===== src/rtl/ddr3_lane_dly_step_ctrl.sv =====
// ddr3_lane_dly_step_ctrl
// Sequences one DDR3 lane's DQS delay-line controls (RX/TX) from a single move/load request.
// It holds SEL/DIRECTION stable for SETUP_CYC cycles before the first strobe, then issues
// LOAD/MOVE pulses spaced MOVE_GAP+1 cycles apart. It stops on the selected line's
// out-of-range flag, or on the tracked-tap clamp, and finishes with a one-cycle DONE strobe
// carrying STATUS and MOVES_DONE.
// Optional feature: define DDR_DLY_TAP_TRACK_EN to keep TAP_RX/TAP_TX tap trackers and
// enable the clamp (STATUS 10). Without it, TAP_RX/TAP_TX read 0 and only the hardware
// out-of-range flag can stop a MOVE request early.
module ddr3_lane_dly_step_ctrl #(
  parameter int SETUP_CYC = 2,
  parameter int MOVE_GAP  = 4,
  parameter int TAP_MAX   = 255,
  parameter int LOAD_VAL  = 1
) (
  input  logic       FAB_CLK,
  input  logic       ARST_N,
  input  logic       REQ_VALID,
  output logic       REQ_READY,
  input  logic       REQ_OP,
  input  logic       REQ_SEL,
  input  logic       REQ_DIR,
  input  logic [7:0] REQ_STEPS,
  input  logic       RX_DELAY_LINE_OUT_OF_RANGE,
  input  logic       TX_DELAY_LINE_OUT_OF_RANGE,
  output logic       DELAY_LINE_SEL,
  output logic       DELAY_LINE_DIRECTION,
  output logic       DELAY_LINE_LOAD,
  output logic       DELAY_LINE_MOVE,
  output logic       DONE,
  output logic [1:0] STATUS,
  output logic [7:0] MOVES_DONE,
  output logic [7:0] TAP_RX,
  output logic [7:0] TAP_TX
);

  typedef enum logic [2:0] {
    ST_IDLE  = 3'd0,
    ST_SETUP = 3'd1,
    ST_PULSE = 3'd2,
    ST_GAP   = 3'd3,
    ST_DONE  = 3'd4
  } state_t;

  localparam logic [1:0] STS_OK    = 2'b00;
  localparam logic [1:0] STS_OOR   = 2'b01;
  localparam logic [1:0] STS_CLAMP = 2'b10;

  // Terminal counts of the SETUP and GAP dwell counters (counter starts at 0 on entry).
  localparam logic [3:0] SETUP_LAST = 4'(SETUP_CYC - 1);
  localparam logic [3:0] GAP_LAST   = 4'(MOVE_GAP - 1);
  localparam logic [7:0] TAP_TOP    = 8'(TAP_MAX);
  localparam logic [7:0] TAP_LOAD   = 8'(LOAD_VAL);

  state_t      state_r;
  state_t      state_s;
  logic [1:0]  status_s;
  logic        op_r;
  logic        sel_r;
  logic        dir_r;
  logic [7:0]  rem_r;
  logic [3:0]  cnt_r;
  logic        setup_end_s;
  logic        gap_end_s;
  logic        oor_s;
  logic        clamp_s;
  logic        accept_s;
  logic        pulse_entry_s;

  // Only the line this request addresses may stop it; the other line's flag is ignored.
  assign oor_s         = sel_r ? TX_DELAY_LINE_OUT_OF_RANGE : RX_DELAY_LINE_OUT_OF_RANGE;
  assign setup_end_s   = (cnt_r == SETUP_LAST);
  assign gap_end_s     = (cnt_r == GAP_LAST);
  assign accept_s      = (state_r == ST_IDLE) && REQ_VALID;
  // PULSE lasts one cycle and is never re-entered directly, so this marks every pulse.
  assign pulse_entry_s = (state_s == ST_PULSE);

`ifdef DDR_DLY_TAP_TRACK_EN
  logic [7:0] tap_rx_r;
  logic [7:0] tap_tx_r;
  logic [7:0] tap_sel_s;

  assign tap_sel_s = sel_r ? tap_tx_r : tap_rx_r;
  // Clamp: one more step in the requested direction would leave 0..TAP_MAX.
  assign clamp_s   = dir_r ? (tap_sel_s == TAP_TOP) : (tap_sel_s == 8'd0);
  assign TAP_RX    = tap_rx_r;
  assign TAP_TX    = tap_tx_r;

  // Mirror every LOAD/MOVE pulse into the tap value of the line it was sent to.
  always_ff @(posedge FAB_CLK or negedge ARST_N) begin
    if (!ARST_N) begin
      tap_rx_r <= TAP_LOAD;
      tap_tx_r <= TAP_LOAD;
    end else if (pulse_entry_s) begin
      if (op_r) begin
        if (sel_r) begin
          tap_tx_r <= TAP_LOAD;
        end else begin
          tap_rx_r <= TAP_LOAD;
        end
      end else if (sel_r) begin
        tap_tx_r <= dir_r ? (tap_tx_r + 8'd1) : (tap_tx_r - 8'd1);
      end else begin
        tap_rx_r <= dir_r ? (tap_rx_r + 8'd1) : (tap_rx_r - 8'd1);
      end
    end else begin
      tap_rx_r <= tap_rx_r;
      tap_tx_r <= tap_tx_r;
    end
  end
`else
  // No tap trackers: nothing can clamp, and the tap outputs read 0.
  assign clamp_s = 1'b0;
  assign TAP_RX  = 8'd0;
  assign TAP_TX  = 8'd0;
`endif

  // Next-state decision and the status reported when the request finishes.
  always_comb begin
    state_s  = state_r;
    status_s = STS_OK;
    case (state_r)
      ST_IDLE: begin
        if (REQ_VALID) begin
          state_s = ST_SETUP;
        end else begin
          state_s = ST_IDLE;
        end
      end
      ST_SETUP: begin
        if (!setup_end_s) begin
          state_s = ST_SETUP;
        end else if (op_r) begin
          state_s = ST_PULSE;
        end else if (rem_r == 8'd0) begin
          state_s  = ST_DONE;
          status_s = STS_OK;
        end else if (clamp_s) begin
          state_s  = ST_DONE;
          status_s = STS_CLAMP;
        end else begin
          state_s = ST_PULSE;
        end
      end
      ST_PULSE: begin
        state_s = ST_GAP;
      end
      ST_GAP: begin
        if (!gap_end_s) begin
          state_s = ST_GAP;
        end else if (oor_s) begin
          // Hardware out-of-range wins over normal completion.
          state_s  = ST_DONE;
          status_s = STS_OOR;
        end else if (op_r || (rem_r == 8'd0)) begin
          state_s  = ST_DONE;
          status_s = STS_OK;
        end else if (clamp_s) begin
          state_s  = ST_DONE;
          status_s = STS_CLAMP;
        end else begin
          state_s = ST_PULSE;
        end
      end
      ST_DONE: begin
        state_s = ST_IDLE;
      end
      default: begin
        state_s = ST_IDLE;
      end
    endcase
  end

  // State register plus dwell counter; the counter restarts whenever a state is entered.
  always_ff @(posedge FAB_CLK or negedge ARST_N) begin
    if (!ARST_N) begin
      state_r <= ST_IDLE;
      cnt_r   <= 4'd0;
    end else begin
      state_r <= state_s;
      if ((state_s == state_r) && ((state_r == ST_SETUP) || (state_r == ST_GAP))) begin
        cnt_r <= cnt_r + 4'd1;
      end else begin
        cnt_r <= 4'd0;
      end
    end
  end

  // Request capture and remaining-step bookkeeping.
  always_ff @(posedge FAB_CLK or negedge ARST_N) begin
    if (!ARST_N) begin
      op_r  <= 1'b0;
      sel_r <= 1'b0;
      dir_r <= 1'b0;
      rem_r <= 8'd0;
    end else if (accept_s) begin
      op_r  <= REQ_OP;
      sel_r <= REQ_SEL;
      dir_r <= REQ_DIR;
      rem_r <= REQ_STEPS;
    end else if (pulse_entry_s && !op_r) begin
      rem_r <= rem_r - 8'd1;
    end else begin
      rem_r <= rem_r;
    end
  end

  // Registered outputs, decoded from the state being entered so they line up with it.
  // SEL/DIRECTION change only on accept and otherwise keep their last values.
  always_ff @(posedge FAB_CLK or negedge ARST_N) begin
    if (!ARST_N) begin
      REQ_READY            <= 1'b1;
      DELAY_LINE_SEL       <= 1'b0;
      DELAY_LINE_DIRECTION <= 1'b0;
      DELAY_LINE_LOAD      <= 1'b0;
      DELAY_LINE_MOVE      <= 1'b0;
      DONE                 <= 1'b0;
      STATUS               <= STS_OK;
      MOVES_DONE           <= 8'd0;
    end else begin
      REQ_READY       <= (state_s == ST_IDLE);
      DELAY_LINE_LOAD <= pulse_entry_s && op_r;
      DELAY_LINE_MOVE <= pulse_entry_s && !op_r;
      DONE            <= (state_s == ST_DONE);
      if (state_s == ST_DONE) begin
        STATUS <= status_s;
      end else begin
        STATUS <= STATUS;
      end
      if (accept_s) begin
        DELAY_LINE_SEL       <= REQ_SEL;
        DELAY_LINE_DIRECTION <= REQ_DIR;
        MOVES_DONE           <= 8'd0;
      end else if (pulse_entry_s && !op_r) begin
        MOVES_DONE <= MOVES_DONE + 8'd1;
      end else begin
        MOVES_DONE <= MOVES_DONE;
      end
    end
  end

endmodule

===== config.mk =====
export PLATFORM = sky130hd
export DESIGN_NAME = ddr3_lane_dly_step_ctrl
export DESIGN_NICKNAME = d
export VERILOG_FILES = /design/src/rtl/ddr3_lane_dly_step_ctrl.sv
export SDC_FILE = /design/constraint.sdc
export NUM_CORES = 1
export LEC_CHECK = 0
export CAP_MARGIN = 0
export CORE_UTILIZATION = 43
export DETAILED_ROUTE_END_ITERATION = 8
export PLACE_DENSITY_LB_ADDON = 0.15
export SLEW_MARGIN = 10
export SYNTH_ARGS = -nofsm -noshare
export SYNTH_HDL_FRONTEND = slang
export SYNTH_SLANG_ARGS = --single-unit

===== constraint.sdc =====
create_clock -name FAB_CLK -period 2 [get_ports FAB_CLK]
set_clock_uncertainty 0.05 [all_clocks]
set_input_delay 0.4 -clock FAB_CLK [delete_from_list [all_inputs] [get_ports FAB_CLK]]
set_output_delay 0.4 -clock FAB_CLK [all_outputs]
set_load 0.01 [all_outputs]

==> impl_metrics.py, run 1 <==
# Auto-generated metrics
metrics = {
    "run_status": {
        "status": "finished, violations left",
        "violations": "setup timing",
    },
    "power": {
        "ir_drop_mv": 0.701,
        "sequentialPowerShare_pct": 35.1,
        "p_sw_mw": 1.19,
        "p_sw_share_pct": 37.9,
        "pwr-share-clk_pct": 15.7,
        "pwr-share-comb_pct": 49.2,
        "top_power_group": "combinational logic",
        "p_leak_nw": 1.05,
        "p_seq_mw": 1.10,
    },
    "logic_synthesis": {
        "common_cells": "dfrtp_1, nand2_1, buf_4, nor2_1, xor2_1",
        "yosys.area_share.xor_xnor_pct": 5.72,
        "ys_seq_share_pct": 46.1,
        "synthDistinctLibCells": 47,
        "aoi_share_pct": 10.3,
        "synth.area.top_cells": "dfrtp_1, buf_4, xor2_1",
        "syn_inst": 169,
        "synth_flops": 31,
        "async_reset_ff_share_pct": 100,
        "yosys_cells": 169,
        "synthTopLogicFamily": "simple AND/OR/NAND/NOR gates",
        "ff_type": "dfrtp_1",
        "yosys.area.top_type": "dfrtp_1",
        "syn_area_um2": 1690,
    },
    "final_layout": {
        "flop_area_um2": 777,
        "signal_buffers": 54,
        "fin_cells": 273,
        "comb_share_pct": 37.1,
        "seq_share_pct": 34.1,
        "reg_top3": "MOVES_DONE x8, rem_r x8, cnt_r x4",
        "dominant_cells": "combinational gates",
        "n_all_inverters": 6,
        "fillerInstances": 320,
        "layout.nets": 246,
        "area_share_nonclk_buffers_pct": 21.3,
        "comb.multi_input.count": 127,
    },
    "sta": {
        "final_hold_viol_count": 0,
        "slew_violations": 0,
        "finalSetupViolCount": 2,
        "worst_slack_ns": -0.0170,
        "setup_tns_ns": -0.0216,
        "fin_crit_ns": 2.02,
        "clock.fmax_mhz": 496,
        "finalClockPeriodUsage_pct": 101,
    },
    "drt": {
        "drcViolationCount": 0,
        "drtAntennaViolNets": 0,
        "top_layer_used": "met4",
        "drt_iter0_markers": 45,
        "wl_met1_mm": 1.67,
        "via_per_inst": 5.08,
    },
    "global_route": {
        "grt_max_degree": 32,
        "antenna_found_initial": 0,
        "grt_pass1_vias": 1310,
        "met1_usage_pct": 24.7,
        "busiest_layer": "met2",
        "grt_overflow": 0,
    },
    "clock_tree": {
        "cts_tree": "yes",
        "ctsRootBufferMaster": "clkbuf_8",
        "clockBufferDepth": 2,
        "postCtsHoldBufs": 0,
        "numCtsBuffers": 5,
    },
    "worst_setup_path": {
        "regToRegEndpoint": "MOVES_DONE[7]",
        "worstSetupEndpoint": "MOVES_DONE[7]",
        "path_buffers": 1,
        "start_kind": "flip-flop",
        "slowest_stage": "or4_4",
        "rr_startpoint": "cnt_r[1]",
        "crit_path_max_incr_delay_ns": 0.50,
        "r2r_slack_ns": -0.02,
        "crit_family": "simple AND/OR/NAND/NOR gates",
        "cp.required_ns": 2.16,
    },
    "hold_path": {
        "hold_path_class": "reg2reg",
        "whs_endpoint": "DELAY_LINE_DIRECTION",
        "worstHoldStart": "DELAY_LINE_DIRECTION",
    },
    "flow_run": {
        "warnings": 30,
        "drv_cap": 0,
    },
    "placed_design": {
        "dp.cells": 264,
        "dp_hpwl_mm": 2.61,
    },
    "floorplan": {
        "die-area_um2": 4170,
        "core_area_um2": 3720,
    },
}
run_1/port_trees.png
Scale: 6 px per um.
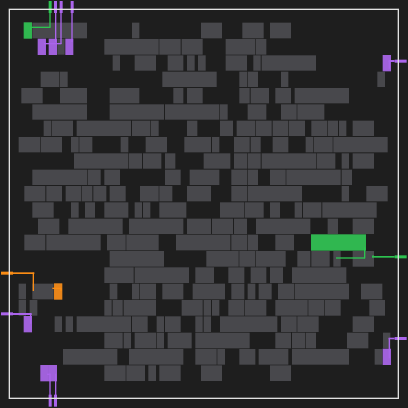
legend:
  `TAP_RX`:
    color: purple
    direction: output
    edge: 3 top, 2 right, 2 bottom, 1 left
    end_cells: 8
    buffers: 0
    wire: 35.8 um
  `STATUS`:
    color: green
    direction: output
    edge: 1 right, 1 top
    end_cells: 2
    buffers: 1
    wire: 16.2 um
  `REQ_DIR`:
    color: orange
    direction: input
    edge: left
    end_cells: 1
    buffers: 1
    wire: 8.10 um
Ports: 48
# port buffers: 30

run_1/clock_nets.png
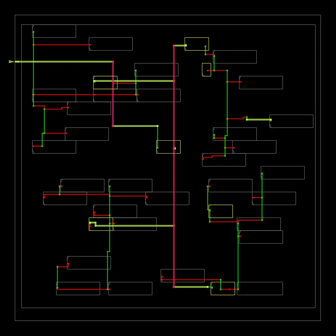
insertion delay at the late pin of the worst-skew pair: 0.28 ns
CTS Sinks: 31
Power Clock: 0.493 mW
sequential cell count: 31
number of clock buffers in the layout: 6

run_1/layers.png
Scale: 10 px per um. Two of the layers only.
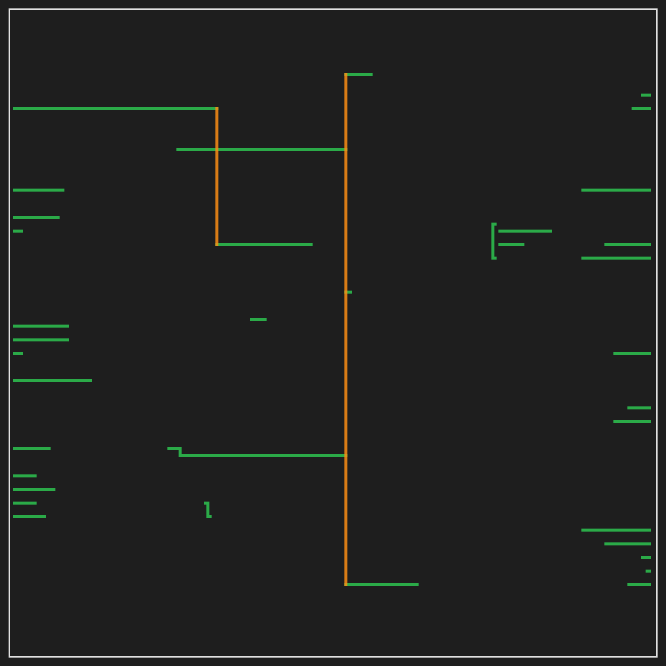
legend:
  M3:
    color: green
    wire_length: 175 um
  M4:
    color: orange
    wire_length: 64.6 um
routed wire length: 3.66 mm
All-Layer GR Usage: 20.0%
post-DR wirelength/cell: 13.4 um
detailed-route via count: 1387

run_1/closeup.png
Region (38, 38) to (58, 58) um. Cells in gray, sequential cells in the stronger gray; small squares are vias.
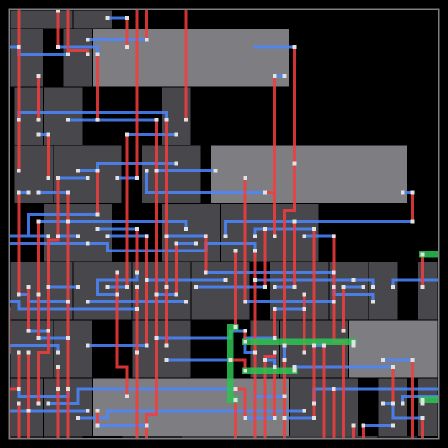
legend:
  M3:
    color: green
  M1:
    color: blue
  M2:
    color: red
netlist names of flops here include: `rem_r` (3)
cells with their middle in the window: 29
most frequent: buf_4 (5), nand2_1 (4), xor2_1 (4)
sequential cells in the window: 3

==> run 1 -> run 2 <==
--- a/config.mk
+++ b/config.mk
@@ -5,7 +5,6 @@
 export SDC_FILE = /design/constraint.sdc
 export NUM_CORES = 1
 export LEC_CHECK = 0
-export CAP_MARGIN = 0
 export CORE_UTILIZATION = 43
 export DETAILED_ROUTE_END_ITERATION = 8
 export PLACE_DENSITY_LB_ADDON = 0.15
run_2/layers.png
Scale: 10 px per um. Two of the layers only.
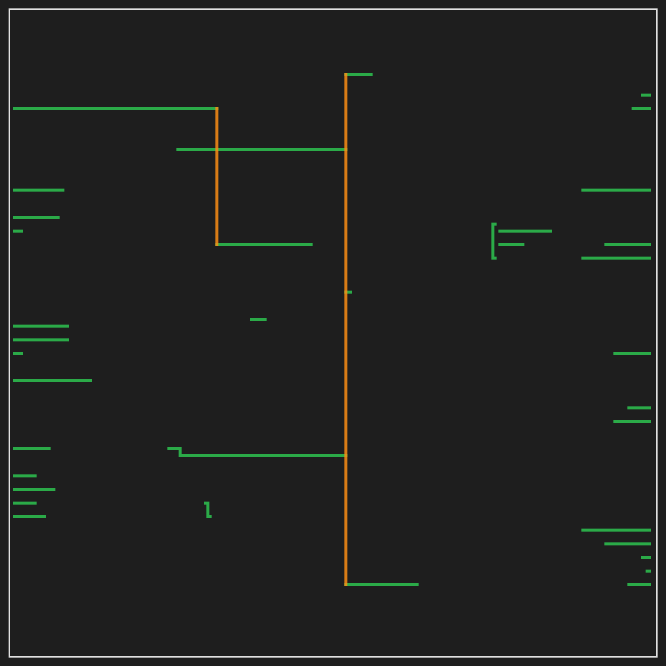
legend:
  M4:
    color: orange
    wire_length: 64.6 um
  M3:
    color: green
    wire_length: 175 um

run_2/clock_nets.png
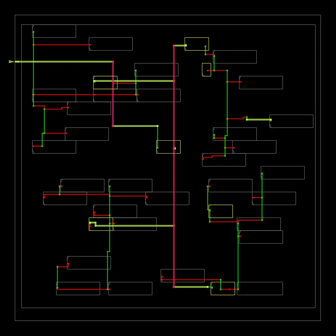
Num CTS Buffers: 5

==> run 2 against run 1 <==
Net effect:
- the flow still finishes with violations (setup timing)
- utilization stayed put
- sequential power about the same
- global-route usage is the same
- critical path depth unchanged
- non-clock buffer count is the same
- largest power group unchanged
- largest cell class unchanged
- critical endpoint unchanged
==> impl_metrics.py, run 2 <==
# Auto-generated metrics
metrics = {
    "final_layout": {
        "comb_share_pct": 37.1,
        "dominant_cells": "combinational gates",
        "n_all_inverters": 6,
        "area_share_nonclk_buffers_pct": 21.3,
        "layout.clock_buffers": 6,
        "layout.nets": 246,
        "fin_cells": 273,
        "seq_share_pct": 34.1,
    },
    "global_route": {
        "grt_overflow": 0,
        "grt_max_degree": 32,
        "grt_usage_pct": 20.0,
    },
    "sta": {
        "finalClockPeriodUsage_pct": 101,
        "finalSetupViolCount": 2,
        "worst_slack_ns": -0.0170,
    },
    "floorplan": {
        "die-area_um2": 4170,
        "core_area_um2": 3720,
    },
    "drt": {
        "drcViolationCount": 0,
        "num_vias": 1387,
        "wl_per_cell_um": 13.4,
        "via_per_inst": 5.08,
        "wl_met1_mm": 1.67,
        "wl_mm": 3.66,
    },
    "power": {
        "top_power_group": "combinational logic",
        "p_leak_nw": 1.05,
    },
    "logic_synthesis": {
        "yosys.area.top_type": "dfrtp_1",
        "syn_area_um2": 1690,
        "yosys_cells": 169,
        "ff_type": "dfrtp_1",
        "synthTopLogicFamily": "simple AND/OR/NAND/NOR gates",
        "ys_seq_share_pct": 46.1,
        "async_reset_ff_share_pct": 100,
        "syn_inst": 169,
        "yosys.area_share.xor_xnor_pct": 5.72,
    },
    "clock_tree": {
        "ctsRootBufferMaster": "clkbuf_8",
        "clkLatencyLatePin_ns": 0.28,
    },
    "hold_path": {
        "worstHoldStart": "DELAY_LINE_DIRECTION",
    },
    "run_status": {
        "violations": "setup timing",
        "status": "finished, violations left",
    },
    "worst_setup_path": {
        "regToRegEndpoint": "MOVES_DONE[7]",
        "cp.required_ns": 2.16,
        "crit_path_max_incr_delay_ns": 0.50,
    },
    "flow_run": {
        "drv_cap": 0,
    },
}
run_2/m2.png
Scale: 6 px per um. Cells faint in the background.
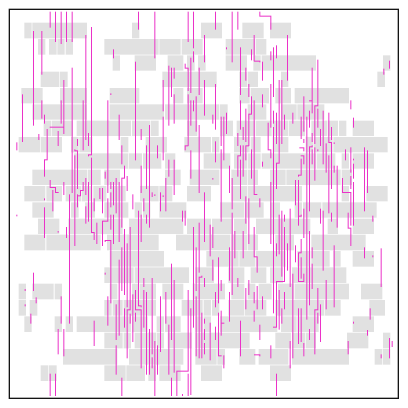

==> run 2 -> run 3 <==
--- a/config.mk
+++ b/config.mk
@@ -5,6 +5,7 @@
 export SDC_FILE = /design/constraint.sdc
 export NUM_CORES = 1
 export LEC_CHECK = 0
+export CORE_MARGIN = 10
 export CORE_UTILIZATION = 43
 export DETAILED_ROUTE_END_ITERATION = 8
 export PLACE_DENSITY_LB_ADDON = 0.15
run_3/m2.png
Scale: 4 px per um. Cells faint in the background.
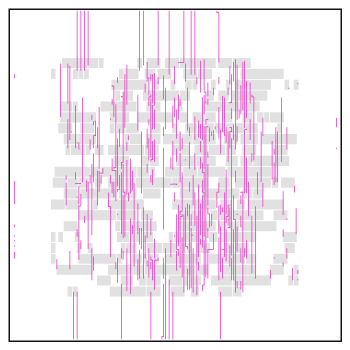
main direction: vertical
wire length on this layer: 2160 um
share of all routed wire: 50%
nets with wire on the layer: 219
routed wire length: 4.36 mm
Global Route met2 Usage: 21.2%

run_3/closeup.png
Region (52, 52) to (72, 72) um. Cells in gray, sequential cells in the stronger gray; small squares are vias.
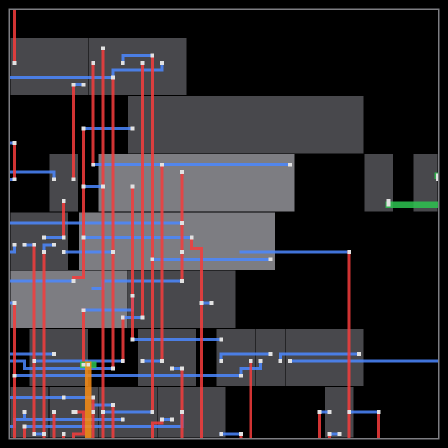
legend:
  M2:
    color: red
  M3:
    color: green
  M4:
    color: orange
  M1:
    color: blue
cells with their middle in the window: 21
sequential cells in the window: 3
netlist names of flops here include: `rem_r` (3)
most frequent: buf_4 (3), dfrtp_1 (3)

==> run 3 against run 2 <==
Net effect:
- the run still ends with setup timing left
- die area increased by 63%
- worst hold slack got worse by 0.0081 ns
- global-route usage down 6.7 points
- sequential cell count unchanged
- combinational power increased by about 10%
- maximum frequency is 2.3% lower
- largest cell class unchanged
==> impl_metrics.py, run 3 <==
# Auto-generated metrics
metrics = {
    "final_layout": {
        "n_all_inverters": 6,
        "fin_cells": 279,
        "flop_area_um2": 779,
        "signal_buffers": 59,
        "comb.multi_input.count": 127,
        "ff_count": 31,
        "dominant_cells": "combinational gates",
        "seq_share_pct": 32.1,
        "layout.clock_buffers": 6,
        "comb_share_pct": 37.2,
        "area_share_nonclk_buffers_pct": 21.8,
        "layout.nets": 251,
        "reg_top3": "MOVES_DONE x8, rem_r x8, cnt_r x4",
        "fillerInstances": 315,
    },
    "logic_synthesis": {
        "async_reset_ff_share_pct": 100,
        "aoi_share_pct": 10.3,
        "synth_flops": 31,
        "syn_inst": 169,
        "synthTopLogicFamily": "simple AND/OR/NAND/NOR gates",
        "ys_seq_share_pct": 46.1,
        "common_cells": "dfrtp_1, nand2_1, buf_4, nor2_1, xor2_1",
        "yosys.area.top_type": "dfrtp_1",
        "syn_area_um2": 1690,
        "ff_type": "dfrtp_1",
        "yosys_cells": 169,
        "synth.area.top_cells": "dfrtp_1, buf_4, xor2_1",
    },
    "global_route": {
        "busiest_layer": "met2",
        "grt_max_degree": 32,
        "met1_usage_pct": 15.3,
        "antenna_found_initial": 0,
        "grt_usage_pct": 13.3,
        "grt_overflow": 0,
    },
    "power": {
        "sequentialPowerShare_pct": 31.1,
        "p_clk_mw": 0.738,
        "pwr-share-clk_pct": 20.5,
        "p_sw_mw": 1.30,
        "top_power_group": "combinational logic",
        "p_sw_share_pct": 36.2,
        "pwr-share-comb_pct": 48.3,
        "ir_drop_mv": 0.721,
        "p_seq_mw": 1.12,
    },
    "worst_setup_path": {
        "start_kind": "flip-flop",
        "rr_startpoint": "cnt_r[0]",
        "path_buffers": 1,
        "slowest_stage": "dfrtp_2",
        "cp.required_ns": 2.11,
        "worstSetupEndpoint": "rem_r[2]",
        "crit_path_max_incr_delay_ns": 0.45,
        "r2r_slack_ns": -0.06,
    },
    "sta": {
        "finalSetupViolCount": 11,
        "slew_violations": 0,
        "final_hold_viol_count": 0,
        "worst_slack_ns": -0.0650,
        "clock.fmax_mhz": 484,
        "setup_tns_ns": -0.373,
        "fin_crit_ns": 2.06,
    },
    "drt": {
        "top_layer_used": "met4",
        "drcViolationCount": 0,
        "num_vias": 1387,
        "drt_iter0_markers": 88,
        "wl_met1_mm": 1.78,
    },
    "clock_tree": {
        "ctsRootBufferMaster": "clkbuf_8",
        "clockBufferDepth": 2,
        "postCtsHoldBufs": 0,
        "clkSinkCount": 31,
        "cts_tree": "yes",
        "clkLatencyLatePin_ns": 0.29,
    },
    "run_status": {
        "violations": "setup timing",
        "status": "finished, violations left",
    },
    "floorplan": {
        "die-area_um2": 6820,
        "core_area_um2": 3720,
    },
    "placed_design": {
        "io_buffers": 30,
        "dp.cells": 263,
    },
    "hold_path": {
        "worstHoldStart": "DELAY_LINE_DIRECTION",
        "hold_path_class": "reg2reg",
        "whs_endpoint": "DELAY_LINE_DIRECTION",
    },
    "flow_run": {
        "drv_cap": 0,
        "warnings": 30,
    },
}
Power figures rest on the tool's default switching activity, not on a simulated workload.
